<file path="src/rtl/fetch_pkg_r32i.sv">
// Shared types and constants for the RV32I fetch stage.
package fetch_pkg_r32i;

    localparam int XLEN        = 32;
    localparam int INSTR_BYTES = 4;

    localparam logic [XLEN-1:0] RESET_PC_DEFAULT = 32'h0000_0000;

    typedef struct packed {
        logic [XLEN-1:0] addr;
        logic [XLEN-1:0] data;
    } fetch_entry_t;

endpackage

</file>
<file path="src/rtl/fifo_sync_r32i.sv">
// Synchronous FIFO with flush; head is read from registered storage, visible the cycle after push.
// Push and pop may share a cycle, flush wins over both; the caller guarantees no push into a full FIFO.
module fifo_sync_r32i #(
    parameter int WIDTH = 32,
    parameter int DEPTH = 2
) (
    input  logic                   clk_i,
    input  logic                   rst_i,
    input  logic                   flush_i,
    input  logic                   push_i,
    input  logic [WIDTH-1:0]       wdata_i,
    input  logic                   pop_i,
    output logic [WIDTH-1:0]       rdata_o,
    output logic [$clog2(DEPTH):0] count_o
);
    localparam int AW = $clog2(DEPTH);
    localparam logic [AW:0] FULL = (AW+1)'(DEPTH);

    logic [WIDTH-1:0] mem_q [DEPTH];
    logic [AW-1:0]    wr_ptr_q, wr_ptr_d;
    logic [AW-1:0]    rd_ptr_q, rd_ptr_d;
    logic [AW:0]      count_q, count_d;
    logic             do_push, do_pop;

    assign do_pop  = pop_i && (count_q != '0);
    assign do_push = push_i && ((count_q != FULL) || do_pop);

    always_comb begin
        wr_ptr_d = wr_ptr_q;
        rd_ptr_d = rd_ptr_q;
        count_d  = count_q;
        if (flush_i) begin
            wr_ptr_d = '0;
            rd_ptr_d = '0;
            count_d  = '0;
        end else begin
            if (do_push) wr_ptr_d = wr_ptr_q + AW'(1);
            if (do_pop)  rd_ptr_d = rd_ptr_q + AW'(1);
            count_d = count_q + (AW+1)'(do_push) - (AW+1)'(do_pop);
        end
    end

    always_ff @(posedge clk_i) begin
        if (rst_i) begin
            wr_ptr_q <= '0;
            rd_ptr_q <= '0;
            count_q  <= '0;
        end else begin
            wr_ptr_q <= wr_ptr_d;
            rd_ptr_q <= rd_ptr_d;
            count_q  <= count_d;
        end
    end

    always_ff @(posedge clk_i) begin
        if (do_push && !flush_i) mem_q[wr_ptr_q] <= wdata_i;
    end

    assign rdata_o = mem_q[rd_ptr_q];
    assign count_o = count_q;

endmodule

</file>
<file path="src/rtl/fetch_unit_r32i.sv">
// RV32I fetch stage: owns the PC, fetches over req/gnt/rvalid, buffers {addr,data} for the decoder (1-cycle mem -> InsValid 2 cycles after req).
// Credit-limited to DEPTH words in flight plus buffered; FETCH_MISALIGN_TRAP_EN turns a misaligned redirect into FetchFault.
module fetch_unit_r32i
    import fetch_pkg_r32i::*;
#(
    parameter int          dataW    = 32,
    parameter logic [31:0] RESET_PC = RESET_PC_DEFAULT,
    parameter int          DEPTH    = 2
) (
    input  logic             clk,
    input  logic             rst,
    output logic             ImemReq,
    output logic [dataW-1:0] ImemAddr,
    input  logic             ImemGnt,
    input  logic             ImemRValid,
    input  logic [dataW-1:0] ImemRData,
    output logic             InsValid,
    output logic [dataW-1:0] rawIns,
    output logic [dataW-1:0] InsAddr,
    input  logic             InsReady,
    input  logic             Redirect,
    input  logic [dataW-1:0] RedirectAddr
`ifdef FETCH_MISALIGN_TRAP_EN
    ,
    output logic             FetchFault
`endif
);
    localparam int CW = $clog2(DEPTH) + 1;

    logic [dataW-1:0] fetch_pc_q, fetch_pc_d;
    logic [CW-1:0]    outstanding_q, outstanding_d;
    logic [CW-1:0]    drop_q, drop_d;
    logic [CW-1:0]    buf_count, pend_count;
    logic [CW:0]      slots_used;
    logic [dataW-1:0] pend_head;
    fetch_entry_t     buf_head, buf_wdata;
    logic             grant, resp_drop, resp_keep, ins_pop;
    logic             pc_load, fetch_block;

`ifdef FETCH_MISALIGN_TRAP_EN
    logic             fault_q, fault_d;
    logic [dataW-1:0] fault_addr_q, fault_addr_d;
    logic             misaligned;

    assign misaligned   = (RedirectAddr[1:0] != 2'b00);
    assign pc_load      = Redirect && !misaligned;
    assign fetch_block  = fault_q;
    assign fault_d      = Redirect ? misaligned : fault_q;
    assign fault_addr_d = (Redirect && misaligned) ? RedirectAddr : fault_addr_q;
    assign FetchFault   = fault_q;

    always_ff @(posedge clk) begin
        if (rst) begin
            fault_q      <= 1'b0;
            fault_addr_q <= '0;
        end else begin
            fault_q      <= fault_d;
            fault_addr_q <= fault_addr_d;
        end
    end
`else
    logic unused_low_bits;
    assign unused_low_bits = ^RedirectAddr[1:0];
    assign pc_load         = Redirect;
    assign fetch_block     = 1'b0;
`endif

    assign ins_pop = InsValid && InsReady;

    // A word leaving the buffer this cycle frees its slot immediately, which sustains one fetch per cycle.
    assign slots_used = {1'b0, outstanding_q} + {1'b0, buf_count} - {{CW{1'b0}}, ins_pop};
    assign ImemReq    = !rst && !Redirect && !fetch_block && (slots_used < (CW+1)'(DEPTH));
    assign ImemAddr   = fetch_pc_q;
    assign grant      = ImemReq && ImemGnt;

    assign resp_drop = ImemRValid && ((drop_q != '0) || Redirect);
    assign resp_keep = ImemRValid && !resp_drop;

    always_comb begin
        fetch_pc_d    = fetch_pc_q;
        outstanding_d = outstanding_q + CW'(grant) - CW'(ImemRValid);
        drop_d        = drop_q;
        if (pc_load) begin
            fetch_pc_d = {RedirectAddr[dataW-1:2], 2'b00};
        end else if (grant) begin
            fetch_pc_d = fetch_pc_q + dataW'(INSTR_BYTES);
        end
        if (Redirect) begin
            drop_d = outstanding_q - CW'(ImemRValid);
        end else if (resp_drop) begin
            drop_d = drop_q - CW'(1);
        end
    end

    always_ff @(posedge clk) begin
        if (rst) begin
            fetch_pc_q    <= RESET_PC;
            outstanding_q <= '0;
            drop_q        <= '0;
        end else begin
            fetch_pc_q    <= fetch_pc_d;
            outstanding_q <= outstanding_d;
            drop_q        <= drop_d;
        end
    end

    fifo_sync_r32i #(
        .WIDTH (dataW),
        .DEPTH (DEPTH)
    ) u_pend_q (
        .clk_i   (clk),
        .rst_i   (rst),
        .flush_i (Redirect),
        .push_i  (grant),
        .wdata_i (fetch_pc_q),
        .pop_i   (resp_keep),
        .rdata_o (pend_head),
        .count_o (pend_count)
    );

    assign buf_wdata = '{addr: pend_head, data: ImemRData};

    fifo_sync_r32i #(
        .WIDTH ($bits(fetch_entry_t)),
        .DEPTH (DEPTH)
    ) u_out_buf (
        .clk_i   (clk),
        .rst_i   (rst),
        .flush_i (Redirect),
        .push_i  (resp_keep),
        .wdata_i (buf_wdata),
        .pop_i   (ins_pop),
        .rdata_o (buf_head),
        .count_o (buf_count)
    );

    assign InsValid = !rst && (buf_count != '0);
    assign rawIns   = InsValid ? buf_head.data : '0;
`ifdef FETCH_MISALIGN_TRAP_EN
    assign InsAddr  = fault_q ? fault_addr_q : (InsValid ? buf_head.addr : '0);
`else
    assign InsAddr  = InsValid ? buf_head.addr : '0;
`endif

    // Every live (non-dropped) fetch has exactly one pending address.
    always_ff @(posedge clk) begin
        if (!rst) begin
            assert (!(ImemRValid && (outstanding_q == '0)));
            assert (pend_count == (outstanding_q - drop_q));
        end
    end

endmodule

</file>
<file path="config.mk">
export PLATFORM = sky130hd
export DESIGN_NAME = fetch_unit_r32i
export DESIGN_NICKNAME = d
export VERILOG_FILES = /design/src/rtl/fetch_pkg_r32i.sv /design/src/rtl/fifo_sync_r32i.sv /design/src/rtl/fetch_unit_r32i.sv
export SDC_FILE = /design/constraint.sdc
export NUM_CORES = 1
export LEC_CHECK = 0
export CAP_MARGIN = 5
export CORE_UTILIZATION = 40
export DETAILED_ROUTE_END_ITERATION = 8
export GPL_TIMING_DRIVEN = 0
export PLACE_DENSITY = 0.69
export SLEW_MARGIN = 20
export SYNTH_ARGS = -nofsm -noshare
export SYNTH_HDL_FRONTEND = slang
export SYNTH_SLANG_ARGS = --single-unit
</file>
<file path="constraint.sdc">
create_clock -name clk -period 10.4 [get_ports clk]
set_input_delay 1.56 -clock clk [delete_from_list [all_inputs] [get_ports clk]]
set_output_delay 1.56 -clock clk [all_outputs]
set_load 0.03 [all_outputs]
</file>
run_1/final_congestion.png
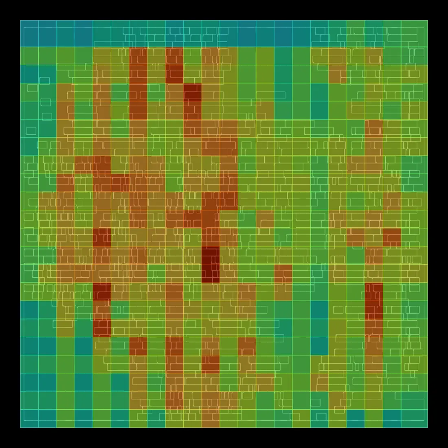
GRT Resource Usage Total: 17.5%
fraction of met2 tracks used by global routing: 30.3%
fin util: 53.9%
Top Usage Layer GRT: met2
met1 Resource Use GR: 22.0%

run_1/port_nets.png
The bar under the picture is 50 µm long.
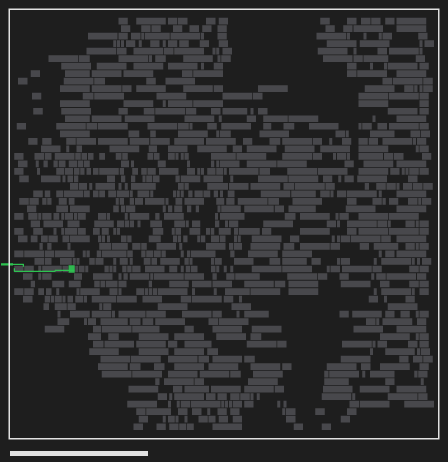
Green marks ImemReq, direction output, edge west, end cells 1, buffers 1, wire 28.2 µm.
count of buffers inserted at the top-level ports: 160
I/O Pins: 168

run_1/hierarchy.png
Other sequential cells in the stronger grey, the rest of the logic in the fainter grey.
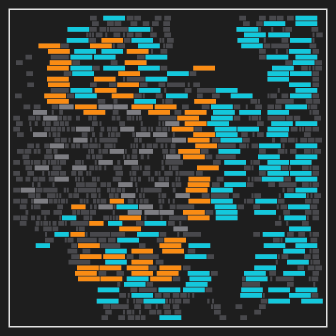
Cyan marks u_out_buf, sequential cells 128, where spread over the die. Orange marks u_pend_q, sequential cells 64.
Post-Layout Cell Count: 1191
die area: 24000 µm²

==> summary.txt, run 1 <==
Synthesis and place-and-route results.

- The total number of vias is 5923.
- The worst slew slack as a fraction of its limit is ~38%.
- During tapcell insertion the tool placed 313 well taps.
- The share of the core area taken by cells at floorplan is between 40% and 50%.
- The clock transition time at the flip-flop clock pins of the worst setup and hold paths is 60 ps.
- Yosys reports the multiplexer fraction of the synthesized area as 10.3%.
- The power report lists cell-internal power as ~0.0016 W.
- The buffers plus inverters on the worst setup path is 4.
- The iteration-0 DRC count of the detailed router is ~360.
- Post-CTS timing repair inserted 0 buffers for setup.
- Per the final report, max-transition violations number 0.
- The length of routed met3 wiring is roughly 1400 µm.
- Of all power groups, the one with the highest power is sequential cells.
- The cell at the slowest stage of the critical path is sky130_fd_sc_hd__clkbuf_1.
- Averaged over all synthesized cells, the footprint is 14.0 µm².
- The top logic cell by instance count in the layout is sky130_fd_sc_hd__edfxtp_1.
- Per report_power, the sequential group accounts for between 50% and 60% of the total.
- The compound-gate portion of the synthesized area is 4.46%.
- The tree built by TritonCTS fans out to around 230 sinks.
- For this run, asynchronously set or reset flops after synthesis account for 0%.
- The longest incremental delay of any stage on the critical path is reported as 710 ps.
- The cell type that accounts for the most area after synthesis is sky130_fd_sc_hd__edfxtp_1.
- The largest voltage drop on the vdd net is 0.0697 mV.
- The pin count of the biggest net entering global routing is 33.
- In the final design, more cell area goes to sequential cells than to any other class.
- The area fraction in xor and xnor cells is 2.71%.
- In this run the horizontal extent of the chip is 155 µm.
- The count of hold buffers inserted by post-cts repair is 0.
- The stat command in Yosys gives a chip area of 9360 µm².
- The first global-routing pass estimated 31900 µm of wire.
- Derived from the worst setup path, the maximum achievable clock frequency is 0.146 GHz.
- The sequential cell count is between 200 and 250.
- The run finished with clean final reports.
- Ranked by total cell area, the synthesized netlist is headed by sky130_fd_sc_hd__edfxtp_1 59%, sky130_fd_sc_hd__dfxtp_1 9.4%, sky130_fd_sc_hd__mux2i_1 6.7%.
- The tightest hold path in the finished design has a slack of between 500 and 600 ps.
- The final layout net count is 943.
- The flip-flop and latch count after synthesis is 228.
- Summed over all failing endpoints, the final setup total negative slack is 0 ps.
- The net switching fraction of the power is 22.8%.
- The wire length reported by the detailed router is around 21000 µm.
- The register cell area after layout is 6410 µm².
- The post-route report lists met1 wire length as 8950 µm.
- The clock network fraction of total power is 38.7%.
- Multi-input gates account for 22.6% of the area.
- The non-clock inverters instantiated in the layout total 19.
- The footprint of the multi-input gates is 2780 µm².
- The detailed-router iteration count before antenna repair is 5.
- The clock distribution power is between 0.0007 and 0.0008 W.
- The vias per cell is about 5.
- The DRC violations left is 0.
- OpenROAD reports that the post-layout worst path occupies 65.9% of the period.
- The most instantiated flip-flop cell in the synthesis netlist is sky130_fd_sc_hd__edfxtp_1.
- The maximum number of buffers from clock root to sink is 3.
- The synthesis log from Yosys contains 0 warnings.
- Sequential elements use 68.4% of the synthesized area.
- The TritonCTS clock tree is built.
- The most frequently used cell type in the post-synthesis netlist is sky130_fd_sc_hd__edfxtp_1.
- Looking at the clock tree report, the H-tree level count equals 1.
- Per the synthesis report, the single largest cell type by area occupies 59.0% of cell area.
- Power attributed to sequential cells is about 0.0011 W.
- The timing report attributes the biggest portion of critical-path delay to buffers and inverters.
- The report counts max-capacitance violations totalling 0.
- The post-route netlist has between 10% and 20% of its cells at a drive strength greater than 1.
- The insertion delay at the late pin of the worst-skew pair is 510 ps.
- The report lists the number of standard-cell rows as between 50 and 60.
- The kind of capture point of the worst setup path is a primary output.
- The clock arrives with 13.3 ps of skew.
- Per the final timing report, the hold violations number 0.
- The placed wire-length estimate is 14800 µm.
- Grouping non-sequential cells by family puts the most area in multiplexers.
- The top routing layer in use is met4.
- The portion of the layout cell area used by clock cells is just under 6%.
- In the Yosys stats the netlist draws on 54 distinct library cells.
-- run 1: final timing paths --
path                        start            endpoint  slack (ps)  cells past startpoint
min reg2reg    u_out_buf.rd_ptr_q  u_out_buf.rd_ptr_q         520                      2
max reg2reg  u_out_buf.count_o[1]    outstanding_q[0]        5940                     16
max                           rst             ImemReq        3550                     11
min            u_out_buf.rd_ptr_q  u_out_buf.rd_ptr_q         520                      2
-- run 1: logic make-up (layout without fill, tap and decap cells) --
family                   after synthesis  count (layout)
other                                  1               4
multiplexers                          93              93
AND-OR/OR-AND                         63              63
buffers and inverters                 54             262
adder cells (fa/ha/maj)               11              11
XOR/XNOR                              29              29
flip-flops                           228             228
AND/OR/NAND/NOR                      188             188
-- run 1: stage by stage --
step | util [%] | std cells | area (µm²) | worst slack, ps
2_1_floorplan | - | 670 | 9370 | 4880
3_3_place_gp | 49.9 | 1143 | 11400 | 2350
3_5_place_dp | 50.7 | 1149 | 11500 | 3540
4_1_cts | 53.9 | 1191 | 12300 | 3500
5_1_grt | 53.9 | 1191 | 12300 | 3360
6_report | 53.9 | 1191 | 12300 | 3550
-- run 1: sequential cells by signal, summed over array words and instances, names as in the netlist, named ones only --
name	cells
ImemAddr	30
drop_q	2
outstanding_q	2
u_out_buf.count_o	2
u_out_buf.mem_q	124
u_out_buf.rd_ptr_q	1
u_out_buf.wr_ptr_q	1
u_pend_q.count_o	2
u_pend_q.mem_q	60
u_pend_q.rd_ptr_q	1
u_pend_q.wr_ptr_q	1
-- run 1: metal layers --
metal	vias up	track usage (%)
li1	2842	-
met1	2853	22.0
met3	27	3.48
met5	-	0
met4	0	5.19
met2	201	30.3
==> run 2, diff against run 1 <==
clock period = 6.83 ns   (was 10.4 ns; I/O delays follow)
run_2/port_nets.png
The bar under the picture is 50 µm long.
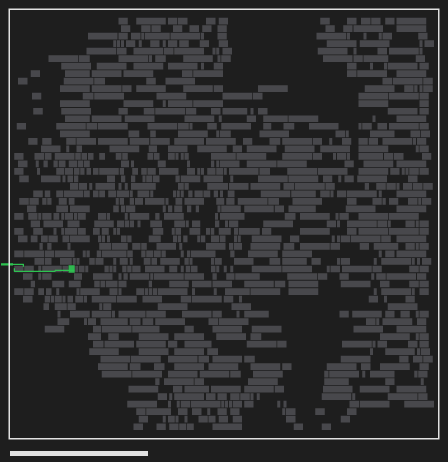
Green marks ImemReq, direction output, edge west, end cells 1, buffers 1, wire 28.2 µm.

==> summary.txt, run 2 <==
Synthesis and place-and-route results.

- Status: complete, no violations (unchanged).
- The number of H-tree branching levels was 1 (unchanged).
- The area added between synthesis and finish is 31.2% (unchanged).
- The routed metal-1 wire length is 8950 µm (unchanged).
- The number of port buffers was 160 (unchanged).
- The routed length on met2 was 10200 µm (unchanged).
- The clock transition time at the flip-flop clock pins of the worst setup and hold paths came to 60 ps (about the same).
- The most instantiated flip-flop cell in the synthesis netlist is sky130_fd_sc_hd__edfxtp_1 (unchanged).
- Main area contributors: sky130_fd_sc_hd__edfxtp_1 59%, sky130_fd_sc_hd__dfxtp_1 9.4%, sky130_fd_sc_hd__mux2i_1 6.7% (unchanged).
- The top logic cell by instance count in the layout is sky130_fd_sc_hd__edfxtp_1 (unchanged).
- The combinational share of power is 9.9% (about the same).
- The length of routed met3 wiring is 1400 µm (unchanged).
- The routed wirelength normalized by instance count came to 17.6 µm (unchanged).
- The global-route wire length before repair is 31900 µm (unchanged).
- The share of flip-flops with an asynchronous set or reset is 0% (unchanged).
- The largest stage delay on the critical path is 710 ps (about the same).
- The TritonCTS clock tree was built (unchanged).
- The critical path data required time came to 5810 ps (was 8840 ps).
- The total cell area reported by yosys after synthesis is 9360 µm² (unchanged).
- The final setup violation count was 0 (unchanged).
- The cell at the slowest stage of the critical path is sky130_fd_sc_hd__clkbuf_1 (unchanged).
- The met1 track demand over resource in global routing is 22.0% (unchanged).
- The most frequently used cell type in the post-synthesis netlist was sky130_fd_sc_hd__edfxtp_1 (unchanged).
- The number of synthesis warnings is 0 (unchanged).
- The share of the synthesized area in the top cell type is 59.0% (unchanged).
- The maximum operating frequency is 0.173 GHz.
- The worst slew slack as a fraction of its limit was 37.8% (unchanged).
- The leakage power is 3.98 nW (unchanged).
- The number of failing hold endpoints at the final stage is 0 (unchanged).
- The top routing layer in use is met4 (unchanged).
- The maximum number of buffers from clock root to sink came to 3 (unchanged).
- The top power consumer group is sequential cells (unchanged).
- The clock distribution power is 0.00121 W (was 0.000793 W).
- The count of placed standard cells in the final layout, fillers left out is 1191 (unchanged).
- The insertion delay at the late pin of the worst-skew pair was 510 ps (about the same).
- The iteration-0 DRC count of the detailed router was 355 (unchanged).
- The global-route layer with the greatest usage is met2 (unchanged).
- The fraction of final layout cells with drive strength greater than 1 is 10.6% (unchanged).
- The number of global-route vias before repair is 5738 (unchanged).
- The count of tool warnings is 28 (unchanged).
- The sequential-cell power consumption was 0.00160 W (was 0.00105 W).
- The met2 routing resource usage after global routing is 30.3% (unchanged).
- The number of gates resized after CTS is 0 (unchanged).
- The horizontal extent of the die was 155 µm (unchanged).
- The top-level port count came to 168 (unchanged).
- The clock sink count was 228 (unchanged).
- The proportion of synthesized chip area in sequential cells is 68.4% (unchanged).
- The max-capacitance violation count came to 0 (unchanged).
- The count of hold buffers inserted by post-cts repair is 0 (unchanged).
- The net switching fraction of the power came to 22.8% (about the same).
- The total number of vias was 5923 (unchanged).
- The placed wire-length estimate was 14800 µm (unchanged).
- The final layout net count is 943 (unchanged).
- The DRC violations left is 0 (unchanged).
- The final clock skew is 13.3 ps (unchanged).
- The largest fanout of any net on the critical path is 10 (unchanged).
- The fraction of power consumed by sequential logic is 51.4% (about the same).
- The number of pins with negative max-slew slack in the final report is 0 (unchanged).
- The chip area is 24000 µm² (unchanged).
- The number of buffers inserted to repair setup after CTS was 0 (unchanged).
- The cell count after placement is 1149 (unchanged).
- The setup TNS was 0 ps (unchanged).
- The actual slew at the worst max-slew pin is 933 ps (unchanged).
- Commonest cells in the synthesized netlist: 184 x sky130_fd_sc_hd__edfxtp_1, 101 x sky130_fd_sc_hd__nor2_1, 63 x sky130_fd_sc_hd__mux2i_1 (unchanged).
- The detailed-router iteration count before antenna repair is 5 (unchanged).
- The met3 capacity usage during global routing was 3.48% (unchanged).
- The cell internal power dissipation is 0.00241 W (was 0.00158 W).
- The flip-flop and latch count after synthesis came to 228 (unchanged).
- The synthesized area per cell is 14.0 µm² (unchanged).
- The vias per cell is 4.97 (unchanged).
- The kind of capture point of the worst setup path is a primary output (unchanged).
- The number of different library cells in the post-synthesis netlist came to 54 (unchanged).
- The initial core utilization was 41.1% (unchanged).
- The pin count of the biggest net entering global routing is 33 (unchanged).
- The number of flip-flops under the largest register name is 124 (unchanged).
- The wire length reported by the detailed router is 21000 µm (unchanged).
- The area inside the core boundary is 22800 µm² (unchanged).
- The overall global routing resource usage is 17.5% (unchanged).
- The share of the cycle needed by the critical path after routing is a little over four fifths.
- The register with the most flip-flops is u_out_buf.mem_q (unchanged).
- The clock network fraction of total power is 38.7% (about the same).
- The largest voltage drop on the vdd net is 0.106 mV (was 0.0697 mV).
- The cell accounting for the most synthesized area is sky130_fd_sc_hd__edfxtp_1 (unchanged).
- The site row count came to 55 (unchanged).
run_2/hierarchy.png
Other sequential cells in the stronger grey, the rest of the logic in the fainter grey.
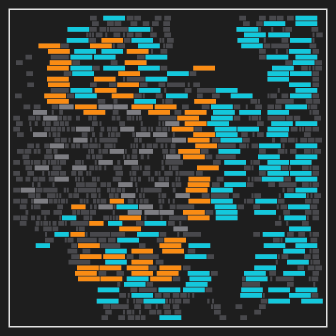

-- run 2: cell counts after synthesis --
No cell type changed its count.
-- run 2: metrics by stage --
stage	worst slack [ps]	util (%)	total power (W)	area (µm²)	hold slack, ps
2_1_floorplan	1840	-	0.00179	9370	481
3_3_place_gp	-683	49.9	0.00192	11400	496
3_5_place_dp	1040	50.7	0.00194	11500	507
4_1_cts	996	53.9	0.00314	12300	520
5_1_grt	858	53.9	0.00322	12300	546
6_report	1050	53.9	0.00312	12300	519
-- run 2: final cells by class --
type	count	area, µm²	share of cell area [%]
buffer	35	153	1.24
clock buffer	34	659	5.37
clock inverter	8	66.3	0.540
inverter	19	71.3	0.581
multi-input combinational	388	2780	22.6
sequential	228	6410	52.2
tap	313	392	3.19
timing repair buffer	166	1760	14.3
-- run 2: final timing paths --
path,from,to,slack (ps),cells after the start
worst min-delay path,u_out_buf.rd_ptr_q,u_out_buf.rd_ptr_q,520,2
worst max register to register,u_out_buf.count_o[1],outstanding_q[0],2370,16
worst max-delay path,rst,ImemReq,1050,11
worst min register to register,u_out_buf.rd_ptr_q,u_out_buf.rd_ptr_q,520,2
-- run 2: cells by family after synthesis --
| kind of cell | synth area share [%] |
|---|---|
| other cells | 0.0401 |
| xor+xnor | 2.71 |
| flops | 68.4 |
| compound gates | 4.46 |
| simple gates | 10.1 |
| mux | 10.3 |
| fa+ha+maj | 1.55 |
| buf+inv | 2.39 |
-- run 2: worst max-delay path, delay by kind of cell --
family / cells / cell delay (ps)
buf+inv: 4 / 1700
xor+xnor: 1 / 590
fa+ha+maj: 2 / 650
compound gates: 1 / 130
simple gates: 3 / 650
Power is estimated from default activity; no workload was simulated.
